==> src/rtl/mem_access_unit_if.sv <==
// rtl/mem_access_unit_if.sv - request/response bus between mem_access_unit and data_cache
interface mem_access_unit_if;
    logic [3:0]  READ_WRITE;
    logic [31:0] ADDRESS;
    logic [31:0] WRITEDATA;
    logic [31:0] READDATA;
    logic        BUSYWAIT;

    modport master (
        output READ_WRITE, ADDRESS, WRITEDATA,
        input  READDATA, BUSYWAIT
    );

    modport slave (
        input  READ_WRITE, ADDRESS, WRITEDATA,
        output READDATA, BUSYWAIT
    );
endinterface

==> src/rtl/mem_access_unit.sv <==
// rtl/mem_access_unit.sv - MEM-stage initiator: issues load/store to data_cache, stalls, counts stalls
module mem_access_unit #(
    parameter int STALL_CNT_W = 32
) (
    input  logic                   CLK,
    input  logic                   RESET,
    input  logic                   MEM_READ_EN,
    input  logic                   MEM_WRITE_EN,
    input  logic [2:0]             FUNCT3,
    input  logic [31:0]            ALU_RESULT,
    input  logic [31:0]            STORE_DATA,
    output logic                   STALL,
    output logic [31:0]            LOAD_DATA,
    output logic                   LOAD_VALID,
    output logic                   MISALIGNED,
    output logic [STALL_CNT_W-1:0] STALL_COUNT,
    mem_access_unit_if.master      cache
);

    typedef enum logic {
        IDLE,
        ACCESS
    } state_t;

    state_t     state;
    state_t     state_next;
    logic [2:0] req_op;
    logic       req_legal;
    logic       req_aligned;
    logic       accept;
    logic       complete;
    logic       misaligned_req;
    logic       access_is_load;

    // Store ops are remapped into the cache's op space; loads pass funct3 through.
    always_comb begin
        req_op    = 3'b000;
        req_legal = 1'b0;
        if (MEM_WRITE_EN) begin
            case (FUNCT3)
                3'b000:  begin req_op = 3'b110; req_legal = 1'b1; end
                3'b001:  begin req_op = 3'b111; req_legal = 1'b1; end
                3'b010:  begin req_op = 3'b011; req_legal = 1'b1; end
                default: begin req_op = 3'b000; req_legal = 1'b0; end
            endcase
        end else if (MEM_READ_EN) begin
            case (FUNCT3)
                3'b000, 3'b001, 3'b010, 3'b100, 3'b101: begin
                    req_op    = FUNCT3;
                    req_legal = 1'b1;
                end
                default: begin
                    req_op    = 3'b000;
                    req_legal = 1'b0;
                end
            endcase
        end
    end

    always_comb begin
        req_aligned = 1'b1;
        if (FUNCT3[1:0] == 2'b10) begin
            req_aligned = (ALU_RESULT[1:0] == 2'b00);
        end else if (FUNCT3[1:0] == 2'b01) begin
            req_aligned = ~ALU_RESULT[0];
        end
    end

    assign misaligned_req = (state == IDLE) && req_legal && !req_aligned;
    assign access_is_load = !((cache.READ_WRITE[2:0] == 3'b011) || (cache.READ_WRITE[2:1] == 2'b11));

    always_ff @(posedge CLK or posedge RESET) begin
        if (RESET) begin
            state <= IDLE;
        end else begin
            state <= state_next;
        end
    end

    // Nothing may be accepted while reset is held, so STALL is masked by it.
    always_comb begin
        state_next = state;
        accept     = 1'b0;
        complete   = 1'b0;
        STALL      = 1'b0;
        case (state)
            IDLE: begin
                if (req_legal && req_aligned) begin
                    accept     = 1'b1;
                    state_next = ACCESS;
                end
                STALL = accept && !RESET;
            end
            ACCESS: begin
                if (!cache.BUSYWAIT) begin
                    complete   = 1'b1;
                    state_next = IDLE;
                end
                STALL = cache.BUSYWAIT && !RESET;
            end
            default: begin
                state_next = IDLE;
            end
        endcase
    end

    always_ff @(posedge CLK or posedge RESET) begin
        if (RESET) begin
            cache.READ_WRITE <= 4'b0000;
            cache.ADDRESS    <= 32'h0;
            cache.WRITEDATA  <= 32'h0;
            LOAD_DATA        <= 32'h0;
            LOAD_VALID       <= 1'b0;
            MISALIGNED       <= 1'b0;
            STALL_COUNT      <= '0;
        end else begin
            MISALIGNED <= misaligned_req;
            LOAD_VALID <= complete && access_is_load;
            if (accept) begin
                cache.READ_WRITE <= {1'b1, req_op};
                cache.ADDRESS    <= ALU_RESULT;
                cache.WRITEDATA  <= STORE_DATA;
            end else if (complete) begin
                cache.READ_WRITE <= 4'b0000;
                if (access_is_load) begin
                    LOAD_DATA <= cache.READDATA;
                end
            end
            if (STALL && !(&STALL_COUNT)) begin
                STALL_COUNT <= STALL_COUNT + {{(STALL_CNT_W-1){1'b0}}, 1'b1};
            end
        end
    end

endmodule

==> src/flat_wrapper.sv <==
// flat-port wrapper written by rule: the top's interface ports become plain ports
module mem_access_unit_flat 
#(
    parameter int STALL_CNT_W = 32
)
  (CLK, RESET, MEM_READ_EN, MEM_WRITE_EN, FUNCT3, ALU_RESULT, STORE_DATA, STALL, LOAD_DATA, LOAD_VALID, MISALIGNED, STALL_COUNT, cache_READ_WRITE, cache_ADDRESS, cache_WRITEDATA, cache_READDATA, cache_BUSYWAIT);
  mem_access_unit_if cache_i ();
  input  logic CLK;
  input  logic RESET;
  input  logic MEM_READ_EN;
  input  logic MEM_WRITE_EN;
  input  logic [2:0] FUNCT3;
  input  logic [31:0] ALU_RESULT;
  input  logic [31:0] STORE_DATA;
  output logic STALL;
  output logic [31:0] LOAD_DATA;
  output logic LOAD_VALID;
  output logic MISALIGNED;
  output logic [STALL_CNT_W-1:0] STALL_COUNT;
  output wire logic [$bits(cache_i.READ_WRITE)-1:0] cache_READ_WRITE;
  output wire logic [$bits(cache_i.ADDRESS)-1:0] cache_ADDRESS;
  output wire logic [$bits(cache_i.WRITEDATA)-1:0] cache_WRITEDATA;
  input wire logic [$bits(cache_i.READDATA)-1:0] cache_READDATA;
  input wire logic [$bits(cache_i.BUSYWAIT)-1:0] cache_BUSYWAIT;
  assign cache_READ_WRITE = cache_i.READ_WRITE;
  assign cache_ADDRESS = cache_i.ADDRESS;
  assign cache_WRITEDATA = cache_i.WRITEDATA;
  assign cache_i.READDATA = cache_READDATA;
  assign cache_i.BUSYWAIT = cache_BUSYWAIT;
  mem_access_unit #(.STALL_CNT_W(STALL_CNT_W)) u_core (.CLK(CLK), .RESET(RESET), .MEM_READ_EN(MEM_READ_EN), .MEM_WRITE_EN(MEM_WRITE_EN), .FUNCT3(FUNCT3), .ALU_RESULT(ALU_RESULT), .STORE_DATA(STORE_DATA), .STALL(STALL), .LOAD_DATA(LOAD_DATA), .LOAD_VALID(LOAD_VALID), .MISALIGNED(MISALIGNED), .STALL_COUNT(STALL_COUNT), .cache(cache_i));
endmodule
==> config.mk <==
export PLATFORM = sky130hd
export DESIGN_NAME = mem_access_unit_flat
export DESIGN_NICKNAME = d
export VERILOG_FILES = /design/src/rtl/mem_access_unit_if.sv /design/src/rtl/mem_access_unit.sv /design/src/flat_wrapper.sv
export SDC_FILE = /design/constraint.sdc
export NUM_CORES = 1
export LEC_CHECK = 0
export CAP_MARGIN = 30
export CORE_MARGIN = 5
export CORE_UTILIZATION = 43
export DETAILED_ROUTE_END_ITERATION = 6
export GPL_TIMING_DRIVEN = 0
export HOLD_SLACK_MARGIN = 0.12
export PLACE_DENSITY_LB_ADDON = 0.12
export SETUP_SLACK_MARGIN = 0.05
export SLEW_MARGIN = 0
export SYNTH_ARGS = -nofsm -noshare
export SYNTH_HDL_FRONTEND = slang
export SYNTH_SLANG_ARGS = --single-unit
==> constraint.sdc <==
create_clock -name CLK -period 8.5 [get_ports CLK]
set_input_delay 1.7 -clock CLK [delete_from_list [all_inputs] [get_ports CLK]]
set_output_delay 1.7 -clock CLK [all_outputs]
set_load 0.01 [all_outputs]
Fig. 1: run 1, clock wires, drivers and flops
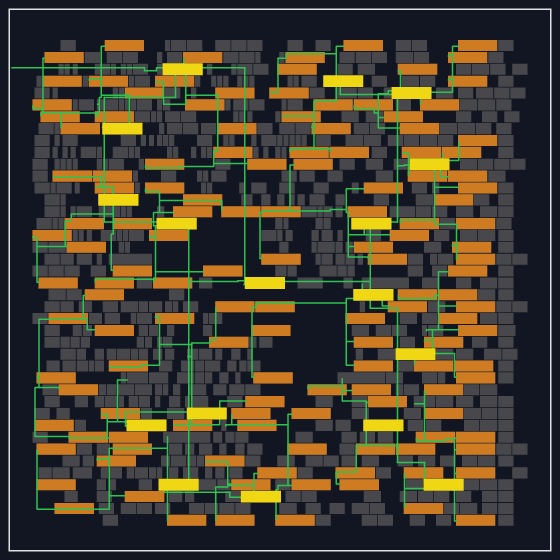
Green is clock wires, length 1690 µm. Orange is flip-flops, count 135. Yellow is clock drivers, count 17.
Position of the flops: all over the die.
Clk pwr share: 31.4%
clk ins delay skew pair: 420 ps
Fin Clk Skew: 5.26 ps
Clock Power: 0.759 mW

Fig. 2: run 1, cell placement
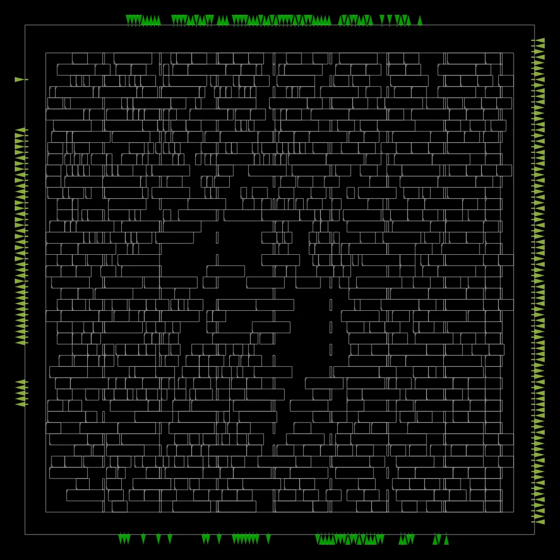
sequential cell area share: 38.3%
n_taps: 172
flop count: 135

==> Changelog: implementation, run 1 <==
### Physical design

- Post-CTS Hold Buffers: 0
- Max FO, Critical Path: 86
- Starting DRT DRC Count: roughly 170
- Logic cell area: 2040 µm²
- Vias in the first global route: 4570
- Fp_density: 43.9%
- Synthesized Nets: about 570
- NonClk Buf Share: between 20 and 30%
- ANT cells: 0
- Post-CTS Resized: 0
- M3 GR Usage: under 10%
- Comb area share: between 20 and 25%
- Total length of routed wires: ~15000 µm
- Syn Inst Count: between 400 and 500
- Placed cell area: around 8000 µm²
- Top Layout Cells: clkdlybuf4s50_1 (238), dfrtp_1 (135), nand2_1 (109), mux2_2 (67), xnor2_1 (23)
- Max cap viols: 0
- Setup TNS: 0 ps
- Total power: ~2.4 mW
- Longest Clk Path Bufs: 2
- Ys Warns: 0
- Asr flop ratio synth: 100%
- Worst setup margin: 2490 ps
- Multi-input gates: 300
- GRT Max-Usage Layer: met2
- FP Rows: 41
- Outcome: finished, final reports clean
Fig. 3: run 1, power grid
Pins as bars on the die edge. Tap cells in gray.
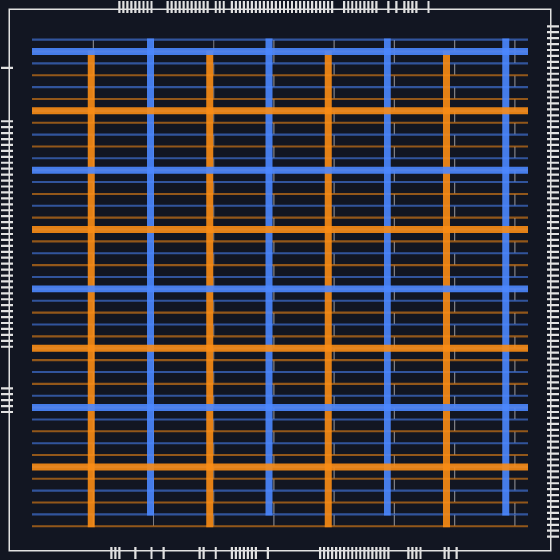
Orange is VSS. Blue is VDD.
8 straps on met5. 239 signal pins sit on the boundary.
CORE AREA: 12700 µm²
chip height: 124 µm
Die Wd: 124 µm
Worst IR Drop VDD: 0.000151 V

[run 1: critical path, stage by stage]
cell             delay (ps)
clkdlybuf4s50_1         460
inv_6                   380
buf_16                  410
o221a_2                 300
a21oi_4                 110
inv_2                   110
buf_2                   230
clkdlybuf4s50_1         570
[run 1: cell families after synthesis]
logic type,count (synthesis),share of synthesized area (%)
AND/OR/NAND/NOR,186,16.2
multiplexers,67,13.6
adder cells (fa/ha/maj),1,0.225
buffers and inverters,28,2.54
XOR/XNOR,29,4.56
AND-OR/OR-AND,17,2.16
flip-flops,135,60.7
==> inputs of run 2 (changes only) <==
==> constraint.sdc (replaced) <==
create_clock -name CLK -period 5.7 [get_ports CLK]
set_input_delay 1.14 -clock CLK [delete_from_list [all_inputs] [get_ports CLK]]
set_output_delay 1.14 -clock CLK [all_outputs]
set_load 0.01 [all_outputs]
Fig. 4: run 2, M2 wires
Scale bar: 20 µm.
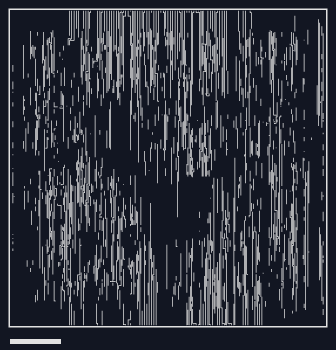
The layer holds 50% of the routed length. The wires run mostly vertical. The layer carries 7740 µm of wire.
total length of routed wires: 15500 µm
via count: 4427
met2 usage: 34.1%

==> Changelog: implementation, run 2 <==
### Physical design

- Outcome: finished, final reports clean
- Setup TNS: 0 ps
- Worst IR Drop VDD: approximately 0.00023 V
- Total power: 3.57 mW
- Die Wd: around 120 µm
- Placed cell area: 8230 µm²
- Synthesized Nets: 568
- Fin Clk Skew: 7.45 ps
- GRT Max-Usage Layer: met2
- Logic cell area: around 2000 µm²
- M3 GR Usage: 7.54%
- Longest Clk Path Bufs: 2
- Clock Power: approximately 1.1 mW
- Ys Warns: 0
- Fp_density: 43.9%
- Max FO, Critical Path: 41
- Clk pwr share: 30.3%
- Vias in the first global route: 4617
- Largest stage delay, worst path: between 500 and 600 ps
- Top Layout Cells: clkdlybuf4s50_1 (238), dfrtp_1 (135), nand2_1 (109), mux2_2 (67), xnor2_1 (23)
- Tmin final: 5220 ps
- Critical path cell sequence: clkdlybuf4s50_1 > clkinvlp_4 > buf_12 > buf_12 > o221a_2 > a21oi_4 > inv_2 > buf_2 > clkdlybuf4s50_1
- FP Rows: between 40 and 50
- Chip height: 124 µm
- Max cap viols: 0
- Slowest CP cell: clkinvlp_4
- Post-CTS Hold Buffers: 0
- CTS Buf Count: 17
- Starting DRT DRC Count: 175
- CORE AREA: around 13000 µm²
- Worst setup margin: approximately 480 ps
- Post-CTS Resized: 0
- Clk ins delay skew pair: 410 ps
[run 2: cell counts after synthesis]
Identical to the previous run, type by type.
[run 2: kinds of logic (layout without fill, tap and decap cells)]
family / Yosys count / after routing / synth area share (%)
and+or+nand+nor: 186 / 186 / 16.2
AOI/OAI and AO/OA: 17 / 17 / 2.16
DFF: 135 / 135 / 60.7
muxes: 67 / 67 / 13.6
adders and majority gates: 1 / 1 / 0.225
buffers and inverters: 28 / 300 / 2.54
xor gates and xnor gates: 29 / 29 / 4.56
[run 2: cell type report]
class	instances	share of cell area, %
sequential	135	38.3
timing repair buffer	241	27.7
multi-input combinational	300	23.2
clock buffer	21	5.22
tap	172	2.44
clock inverter	10	1.45
buffer	22	1.35
inverter	6	0.298
Fig. 5: run 2, cell classes on the final placement
Scale bar: 20 µm. Fill, decap, tap and diode cells in gray.
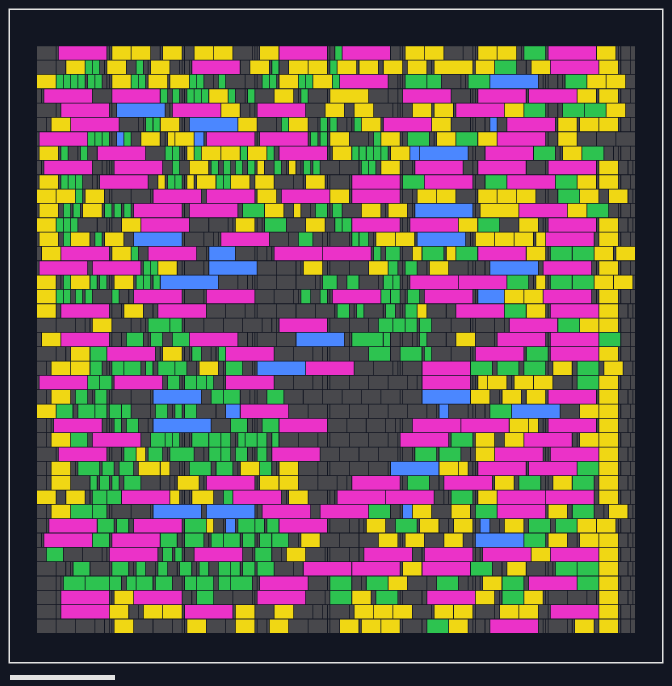

==> inputs of run 3 (changes only) <==
--- a/config.mk
+++ b/config.mk
@@ -10,9 +10,8 @@
 export CORE_UTILIZATION = 43
 export DETAILED_ROUTE_END_ITERATION = 6
 export GPL_TIMING_DRIVEN = 0
-export HOLD_SLACK_MARGIN = 0.12
 export PLACE_DENSITY_LB_ADDON = 0.12
-export SETUP_SLACK_MARGIN = 0.05
+export SETUP_SLACK_MARGIN = 0.3
 export SLEW_MARGIN = 0
 export SYNTH_ARGS = -nofsm -noshare
 export SYNTH_HDL_FRONTEND = slang
Fig. 6: run 3, cell classes on the final placement
Scale bar: 20 µm. Fill, decap, tap and diode cells in gray.
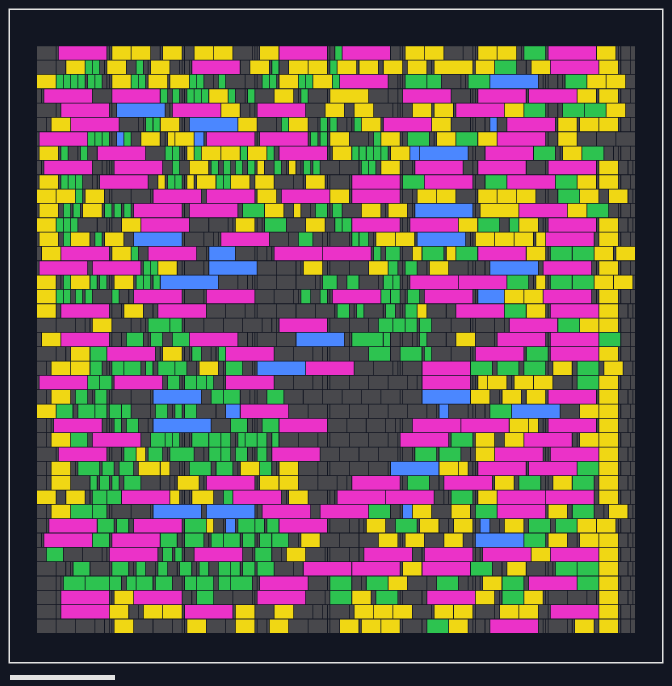
Blue is clock drivers and dummy loads, cells 31. Magenta is sequential cells, cells 135. Green is combinational and other logic, cells 307. Yellow is remaining buffers and delay cells, cells 263.
sequential cell area share: 38.3%
post-layout util: 69.6%

==> Changelog: implementation, run 3 <==
### Physical design

- Outcome: finished, final reports clean
- Logic cell area: slightly above 2000 µm²
- Top Layout Cells: clkdlybuf4s50_1 (238), dfrtp_1 (135), nand2_1 (109), mux2_2 (67), xnor2_1 (23)
- Fin Clk Skew: 7.45 ps
- Ys Warns: 0
- Critical path cell sequence: clkdlybuf4s50_1 > clkinvlp_4 > buf_12 > buf_12 > o221a_2 > a21oi_4 > inv_2 > buf_2 > clkdlybuf4s50_1
- Clock Power: approximately 1.1 mW
- Die Wd: 124 µm
- Max FO, Critical Path: 41
- Longest Clk Path Bufs: 2
- Asr flop ratio synth: 100%
- XORs/XNORs by Area: 4.56%
- Vias in the first global route: ~4.6k
- Worst setup margin: 657 ps
- CP bufs+invs: 7
- Worst IR Drop VDD: between 0.0002 and 0.00025 V
- Mux share: 13.6%
- Chip height: 124 µm
- Max cap viols: 0
- Placed cell area: around 8200 µm²
- Post-CTS Hold Buffers: 0
- Logic family by area: simple AND/OR/NAND/NOR gates
- Via count: between 4k and 5k
- Levels on crit path: 9
run 3: cell counts after synthesis:
Identical to the previous run, type by type.
run 3: final cells by class:
class / count / share of cell area, %
flip-flops and latches: 135 / 38.3
repair inverters: 1 / 0.0568
multi-input cells: 300 / 23.2
well taps: 172 / 2.44
clock buffers: 21 / 5.22
inverters: 6 / 0.298
clock inverters: 10 / 1.45
repair buffers: 241 / 27.7
plain buffers: 22 / 1.35
run 3: logic make-up after synthesis:
family	after synthesis
mux	67
buf+inv	28
fa+ha+maj	1
flops	135
simple gates	186
xor+xnor	29
compound gates	17
run 3: metal layers:
| metal | GRT usage, % | up-vias |
|---|---|---|
| met5 | 0 | - |
| met4 | 8.72 | 0 |
| met3 | 7.54 | 29 |
| met2 | 34.1 | 165 |
| met1 | 22.5 | 2140 |
| li1 | - | 2099 |
No activity file was given, so power comes from the tool's default toggle rates.
